--- src/rtl/traffic_phase_ctrl.sv ---
// traffic_phase_ctrl: self-timed 2..4 direction light sequencer
// with tick prescaler, PWM dimming, walk phase and flash mode.
module traffic_phase_ctrl #(
  parameter int NUM_DIRS        = 2,
  parameter int TICK_DIV        = 10_000_000,
  parameter int GREEN_TICKS     = 40,
  parameter int YELLOW_TICKS    = 8,
  parameter int ALLRED_TICKS    = 2,
  parameter int MIN_GREEN_TICKS = 10,
  parameter int WALK_TICKS      = 30,
  parameter int PWM_BITS        = 3,
  parameter int DUTY_ON         = 2,
  parameter int DUTY_DIM        = 1
) (
  input  logic                clk,
  input  logic                rst,
  input  logic                ped_req,
  input  logic                flash_en,
  output logic [NUM_DIRS-1:0] green,
  output logic [NUM_DIRS-1:0] red,
  output logic                walk,
  output logic [2:0]          phase,
  output logic [1:0]          dir
);

  localparam int PW = (TICK_DIV > 2) ? $clog2(TICK_DIV) : 1;

  typedef enum logic [2:0] {
    S_GREEN  = 3'd0,
    S_YELLOW = 3'd1,
    S_ALLRED = 3'd2,
    S_WALK   = 3'd3,
    S_FLASH  = 3'd4
  } state_t;

  state_t              state, state_n;
  logic [PW-1:0]       presc;
  logic [PWM_BITS-1:0] pwm_cnt;
  logic [7:0]          timer, timer_n, dur_last;
  logic [1:0]          dir_q, dir_n, dir_inc;
  logic                ped_pend, ped_n;
  logic                toggle, tog_n;
  logic                fresh, fresh_n;
  logic                tick, pwm_on, pwm_dim, to_green;
  logic [NUM_DIRS-1:0] sel, on_v, dim_v;
  logic [NUM_DIRS-1:0] green_d, red_d;
  logic                walk_d;

  assign tick    = (presc == PW'(TICK_DIV - 1));
  assign pwm_on  = (int'(pwm_cnt) < DUTY_ON);
  assign pwm_dim = (int'(pwm_cnt) < DUTY_DIM);
  assign on_v    = {NUM_DIRS{pwm_on}};
  assign dim_v   = {NUM_DIRS{pwm_dim}};
  assign dir_inc = (dir_q == 2'(NUM_DIRS - 1)) ? 2'd0 : dir_q + 2'd1;

  always_comb begin
    sel = '0;
    for (int k = 0; k < NUM_DIRS; k++)
      sel[k] = (dir_q == 2'(k));
  end

  always_comb begin
    unique case (state)
      S_GREEN:  dur_last = 8'(GREEN_TICKS - 1);
      S_YELLOW: dur_last = 8'(YELLOW_TICKS - 1);
      S_WALK:   dur_last = 8'(WALK_TICKS - 1);
      default:  dur_last = 8'(ALLRED_TICKS - 1);
    endcase
  end

  always_comb begin
    state_n  = state;
    timer_n  = timer;
    dir_n    = dir_q;
    ped_n    = ped_pend;
    tog_n    = toggle;
    fresh_n  = fresh;
    to_green = 1'b0;
    if (flash_en) begin
      if (state != S_FLASH) begin
        state_n = S_FLASH;
        timer_n = '0;
        ped_n   = 1'b0;
        tog_n   = 1'b0;
      end else if (tick) begin
        if (timer == 8'd4) begin
          timer_n = '0;
          tog_n   = ~toggle;
        end else begin
          timer_n = timer + 8'd1;
        end
      end
    end else if (state == S_FLASH) begin
      state_n = S_ALLRED;
      timer_n = '0;
    end else begin
      if (ped_req && state != S_WALK)
        ped_n = 1'b1;
      if (tick) begin
        timer_n = timer + 8'd1;
        if (timer == dur_last) begin
          timer_n = '0;
          unique case (state)
            S_GREEN:  state_n = S_YELLOW;
            S_YELLOW: state_n = S_ALLRED;
            S_ALLRED: begin
              if (ped_pend) begin
                state_n = S_WALK;
                ped_n   = 1'b0;
              end else begin
                to_green = 1'b1;
              end
            end
            S_WALK:   to_green = 1'b1;
            default:  ;
          endcase
        end else if (state == S_GREEN && ped_pend &&
                     timer >= 8'(MIN_GREEN_TICKS - 1)) begin
          state_n = S_YELLOW;
          timer_n = '0;
        end
      end
    end
    // the very first green after reset serves direction 0
    if (to_green) begin
      state_n = S_GREEN;
      if (fresh) fresh_n = 1'b0;
      else       dir_n   = dir_inc;
    end
  end

  always_comb begin
    green_d = '0;
    red_d   = '0;
    walk_d  = 1'b0;
    unique case (state)
      S_GREEN: begin
        green_d = sel & on_v;
        red_d   = ~sel & on_v;
      end
      S_YELLOW: begin
        green_d = sel & dim_v;
        red_d   = (sel & dim_v) | (~sel & on_v);
      end
      S_ALLRED: red_d = on_v;
      S_WALK: begin
        red_d  = on_v;
        walk_d = pwm_on;
      end
      S_FLASH: red_d = on_v & {NUM_DIRS{toggle}};
      default: ;
    endcase
  end

  always_ff @(posedge clk) begin
    if (rst) begin
      state    <= S_ALLRED;
      presc    <= '0;
      pwm_cnt  <= '0;
      timer    <= '0;
      dir_q    <= '0;
      ped_pend <= 1'b0;
      toggle   <= 1'b0;
      fresh    <= 1'b1;
      green    <= '0;
      red      <= '0;
      walk     <= 1'b0;
      phase    <= 3'd2;
      dir      <= '0;
    end else begin
      state    <= state_n;
      presc    <= tick ? '0 : presc + PW'(1);
      pwm_cnt  <= pwm_cnt + PWM_BITS'(1);
      timer    <= timer_n;
      dir_q    <= dir_n;
      ped_pend <= ped_n;
      toggle   <= tog_n;
      fresh    <= fresh_n;
      green    <= green_d;
      red      <= red_d;
      walk     <= walk_d;
      phase    <= state;
      dir      <= dir_q;
    end
  end

endmodule

--- config.mk ---
export PLATFORM = sky130hd
export DESIGN_NAME = traffic_phase_ctrl
export DESIGN_NICKNAME = d
export VERILOG_FILES = /design/src/rtl/traffic_phase_ctrl.sv
export SDC_FILE = /design/constraint.sdc
export NUM_CORES = 1
export LEC_CHECK = 0
export ABC_AREA = 1
export CORE_MARGIN = 3
export CORE_UTILIZATION = 45
export DETAILED_ROUTE_END_ITERATION = 16
export GPL_TIMING_DRIVEN = 0
export PLACE_DENSITY = 0.74
export SYNTH_ARGS = -nofsm -noshare
export SYNTH_HDL_FRONTEND = slang
export SYNTH_SLANG_ARGS = --single-unit
--- constraint.sdc ---
create_clock -name clk -period 2 [get_ports clk]
set_clock_uncertainty 0.1 [all_clocks]
set_input_delay 0.4 -clock clk [delete_from_list [all_inputs] [get_ports clk]]
set_output_delay 0.4 -clock clk [all_outputs]
set_load 0.01 [all_outputs]
Fig. 1: run 1, metal 1
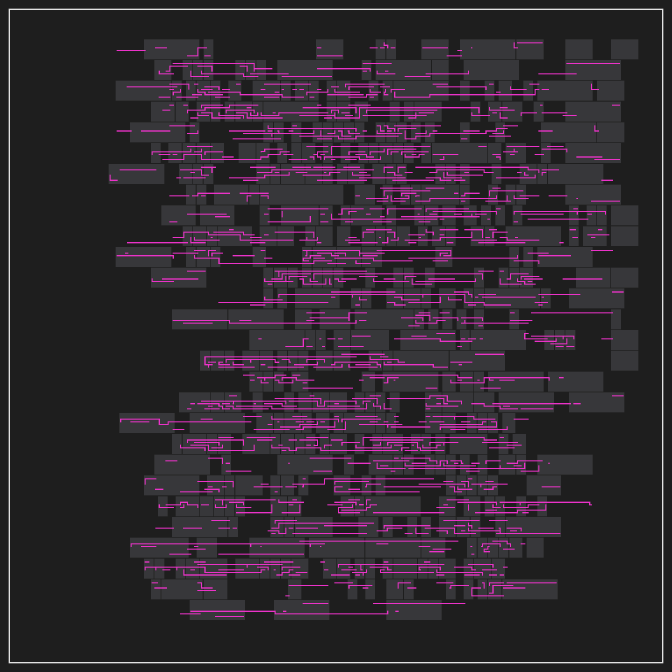
The layer carries 2710 µm of wire. The layer holds 47% of the routed length. 424 nets have wire on it. The wires run mostly horizontal.

Fig. 2: run 1, M2 wires
Bar = 20 µm.
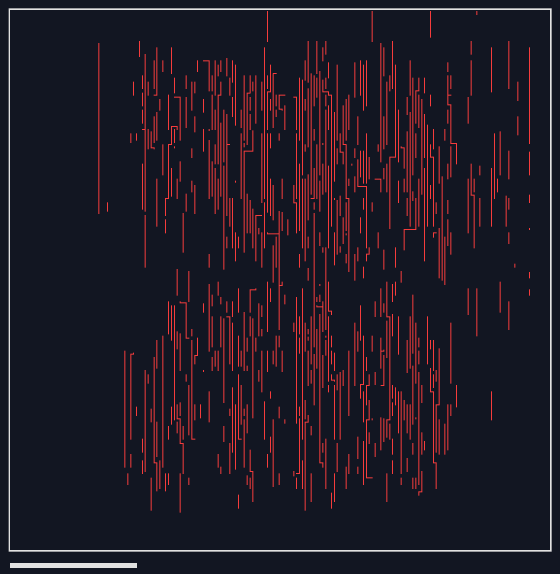
349 nets have wire on it. The longest straight run is 26.9 µm. The wires run mostly vertical. The layer holds 48% of the routed length.

==> out/qor.csv, run 1 <==
stage,metric,value,unit
run_status,outcome,finished clean,
layout,layout.non_clock_buffers,19,
cts,cts_repair_resize_count,0,
sta,hold_viol,0,
yosys,synthDominantCellAreaShare,37.4,%
route,wl_met3,252,µm
sta,rsz0062_at_grt,true,
cts,cts.sink_count,53,
layout,top_register,presc,
layout,drive_above_1_share,11.7,%
sta,tns,0,ns
route,drc,0,
route,wirelength,5.78,mm
yosys,netlist_area,0.00284,mm²
worst_setup_path,crit_buf_inv,1,
yosys,yosysChipArea,0.00284,mm²
worst_setup_path,arrival,2.00,ns
die,die-area,0.00729,mm²
job,openroad.warnings,30,
yosys,syn-num-nets,431,
global_routing,antenna_found_initial,0,
yosys,synth.distinct_cells,34,
yosys,synth_flops,53,
yosys,logic_family,simple AND/OR/NAND/NOR gates,
layout,seq_share,33.2,%
layout,final_cell_mix,"95 x nand2_1, 68 x nor2_1, 60 x inv_1, 51 x dfxtp_1, 20 x nand3_1",
global_routing,met1_usage,21.5,%
sta,worst_pin_slew,0.343,ns
yosys,top_area_cell,dfxtp_1,
route,highest_layer,met4,
sta,slew_violations,0,
worst_setup_path,critPathTopFamily,simple AND/OR/NAND/NOR gates,
layout,diodes,0,
Fig. 3: run 1, metal 3
Bar = 20 µm.
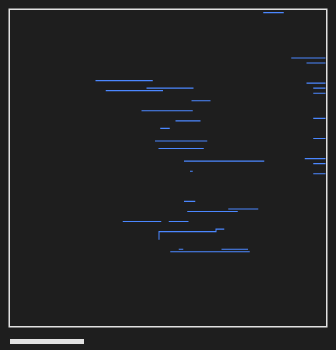
The wires run mostly horizontal. 26 nets have wire on it. The longest straight run is 21.4 µm. The layer holds 4.4% of the routed length. The layer carries 253 µm of wire.

## run 1: how the worst min path moves through the flow
stage | start | endpoint | slack [ns]
final | rst | pwm_cnt[0] | 0.32
after global routing | rst | pwm_cnt[0] | 0.33
after CTS | rst | pwm_cnt[0] | 0.31
after detailed placement | presc[0] | presc[0] | 0.34
after global placement | presc[0] | presc[0] | 0.33
after floorplan | pwm_cnt[0] | pwm_cnt[0] | 0.32
## run 1: power breakdown
group / total [W] / internal (W) / leakage, nW / switching, W
logic: 0.000239 / 0.0000868 / 0.855 / 0.000152
registers: 0.00111 / 0.00109 / 0.431 / 0.0000252
clock network: 0.000698 / 0.000364 / 0.0540 / 0.000334
total: 0.00205 / 0.00154 / 1.34 / 0.000511
Fig. 4: run 1, clock routing
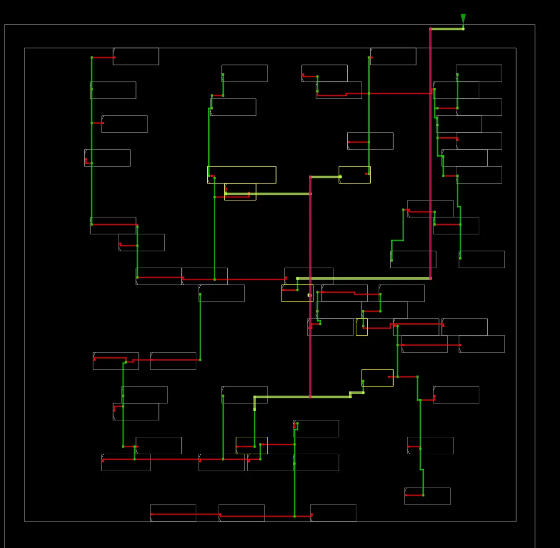

## Run 2: what changed since run 1
ABC_CLOCK_PERIOD_IN_PS = 2000   (was default)
CELL_PAD_IN_SITES_DETAIL_PLACEMENT = 2   (was default)
CELL_PAD_IN_SITES_GLOBAL_PLACEMENT = 2   (was default)
CORE_UTILIZATION = 34   (was 45)
PLACE_DENSITY = 0.91   (was 0.74)
Fig. 5: run 2, clock routing
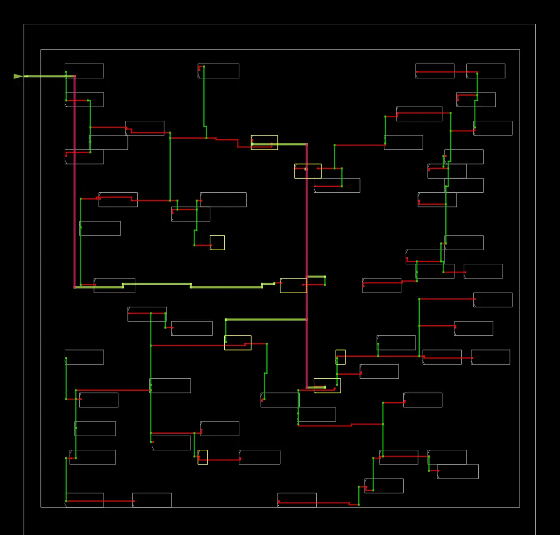
clock sinks: 53
Late-Pin Clk Latency: 0.32 ns
CTS buffer count: 5

Fig. 6: run 2, metal 1
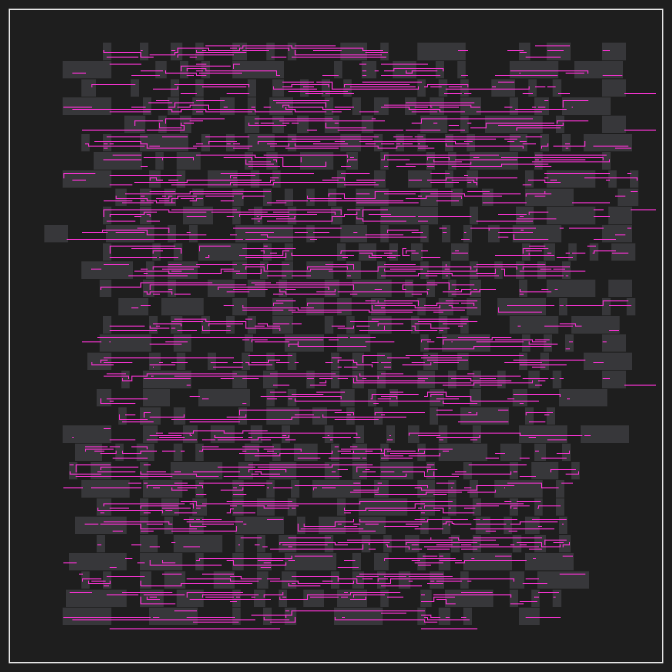
The longest straight run is 37.3 µm. 441 nets have wire on it.

==> out/qor.csv, run 2 <==
stage,metric,value,unit
yosys,synthDominantCellAreaShare,37.4,%
run_status,outcome,"complete, but fails checks",
hold_path,whs_endpoint,pwm_cnt[0],
sta,setup_violations,4,
run_status,violations,negative setup slack,
layout,diodes,0,
layout,seq_share,31.6,%
layout,drive_above_1_share,21.1,%
job,openroad.warnings,30,
power_and_ir_drop,pwr-share-clk,30.7,%
yosys,logic_family,simple AND/OR/NAND/NOR gates,
power_and_ir_drop,comb_power,0.000331,W
die,die-area,0.00947,mm²
layout,final_cell_mix,"89 x nand2_1, 62 x nor2_1, 54 x inv_1, 41 x dfxtp_1, 17 x nand4_1",
yosys,synth_flops,53,
route,wirelength,11.9,mm
sta,final.setup.worst_slack,-0.0661,ns
route,drc,0,
worst_setup_path,critPathTopFamily,simple AND/OR/NAND/NOR gates,
power_and_ir_drop,top_power_group,sequential cells,
yosys,top_area_cell,dfxtp_1,
sta,hold_viol,0,
sta,slew_violations,0,
sta,worst_pin_slew,0.466,ns
==> run 2: cell types whose count changed in the layout (fill, tap and decap cells not counted), moves of 5 or more <==
cell,change
dfxtp_1,-10
buf_4,+8
dfxtp_2,+6
inv_1,-6
nand2_1,-6
nor2_1,-6
nor2_4,+5
==> run 2: cells by family (layout without fill, tap and decap cells) <==
| group | Yosys count | after routing |
|---|---|---|
| and+or+nand+nor | 248 | 248 |
| adders and majority gates | 6 | 6 |
| buffers and inverters | 71 | 100 |
| DFF | 53 | 53 |
| xor gates and xnor gates | 10 | 10 |
| AOI/OAI and AO/OA | 33 | 33 |
==> run 2: timing repair <==
action / 4_1_cts / 5_1_grt
endpoints found under the hold margin: 0 / 0
endpoints found under the setup margin: 33 / 36
resized: 14 / 53
pin swaps: 1 / 10
setup buffers: 2 / 8
hold buffers: 0 / 0
Power figures rest on the tool's default switching activity, not on a simulated workload.
